Design spu_issue_scheduler, sky130hd; sources not shown.
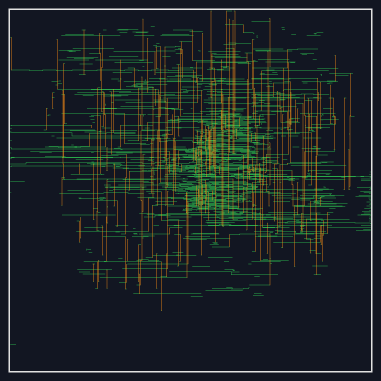
(routed metal, one color a layer)
(1 px per um) Only two layers are drawn.
M3: in green, wire length 19000 um. M4: in orange, wire length 9910 um.
detailed-route wire length: 183 mm
count of vias placed by the detailed router: 43609

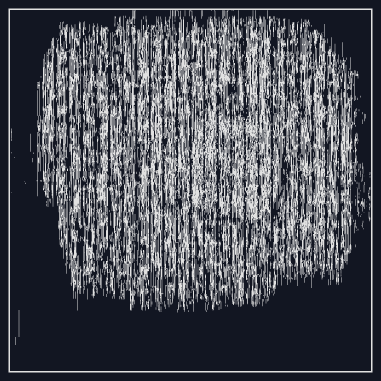
(signal wires on met2)
(1 px per um)
5060 nets have wire on it. The wires run mostly vertical. The layer holds 43% of the routed length.
met2 GRT Util: 0.423

==> reports/metrics.yaml <==
hold_viol: 0
leakagePower_nw: 23.4
post-synth-top-area-fraction: 0.193
met2_wire_length_mm: 79.3
globalplace.congestion: 1.00
buffer_area_frac: 0.0259
largest_vdd_supply_drop_mv: 0.0824
detail_route.wl_per_cell_um: 26.6
comb.multi_input.count: 4320
tritoncts: "built"
share_of_the_yosys_chip_area_belonging_to_registers: 0.193
postSynthAreaPerCell_um2: 9.62
global_route_wire_length_before_repair_mm: 271
maximum_capacitance_violations: 0
worstPathMaxFanout: 25
final_util: 0.434
synth.ff_latch_count: 385
die.size.x_um: 361
post_synth_fa_ha_maj_area_fraction: 0.193
reg2reg_setup_slack_ns: 8.11
cp-start-kind: "primary input"
synth_area_in_xor_xnor: 0
hold_class: "flip-flop to flip-flop"
mappedNetlistArea_um2: 49800
path_delay_family: "buffers and inverters"
logic_area_um2: 37900
buffer_ports.inserted: 80
final-clk-cell-share: 0.0312
wl_met1_mm: 74.2
grt_util_met3: 0.0784
power.clock.fraction: 0.437
max_layer_used: "met5"
critPathRequiredTime_ns: 11.76
synth-area-yosys_um2: 49800
fp_util: 0.403
synthTopLogicFamily: "multiplexers"
area_leaders: "sky130_fd_sc_hd__dfrtp_1 (19%), sky130_fd_sc_hd__ha_1 (19%), sky130_fd_sc_hd__mux2i_1 (8.3%)"
flow.area_growth_from_synthesis_pct: 7.69
most-common-layout-cells: "sky130_fd_sc_hd__ha_1 (768), sky130_fd_sc_hd__nor2_1 (495), sky130_fd_sc_hd__nand2_1 (436), sky130_fd_sc_hd__mux2i_1 (412), sky130_fd_sc_hd__dfrtp_1 (385)"
path_clk_slew_ns: 0.06
cts-hold-fix-buffers: 0
biggestCellCategory: "combinational gates"
chip_footprint_um2: 130000
yosys.area.top_type: "sky130_fd_sc_hd__dfrtp_1"
layout_top_cell_excl_fill_tap: "sky130_fd_sc_hd__ha_1"
sequentialPowerShare: 0.358
total_number_of_cells_along_the_worst_setup_path: 11
nNonClkBuffers: 159
floorplan.rows: 129
fillers: 11674
area.sequential_um2: 9630
groute.usage.overall: 0.271
share_comb_of_total_power: 0.205
num-nets-final: 6012
maxSlewViolCount: 0
drtAntennaViolNets: 0
fin_skew_ns: 0.0315
run_status: "finished, final reports clean"
ys_cells: 5180
firstDrtPassIters: 6
ratio_of_cells_with_drive_above_1_in_the_final_layout: 0.156
design.seq.count: 385
pwr_density_cell_nw_per_um2: 55.4
sequentialPower_mw: 1.06
htree_levels: 2
critical_path.n_buffers_inverters: 2
grt_pass1_vias: 43324
cp_cell_sequence: "clkdlybuf4s50_1 -> mux4_2 -> mux2_2 -> nor2_1 -> a2111oi_0 -> o41ai_1 -> nor4_4 -> and2_1 -> nand2_1 -> o22ai_1 -> clkdlybuf4s50_1"
timing.setup.critical_path_class: "primary input to output port"
crit_path_end_kind: "output port"
grt_most_used_layer: "met2"
clockRootBuffer: "sky130_fd_sc_hd__clkbuf_16"
internal_power_mw: 2.02
crit_arrival_ns: 7.00
clockNetworkPower_mw: 1.30
max_stage_delay_ns: 1.21
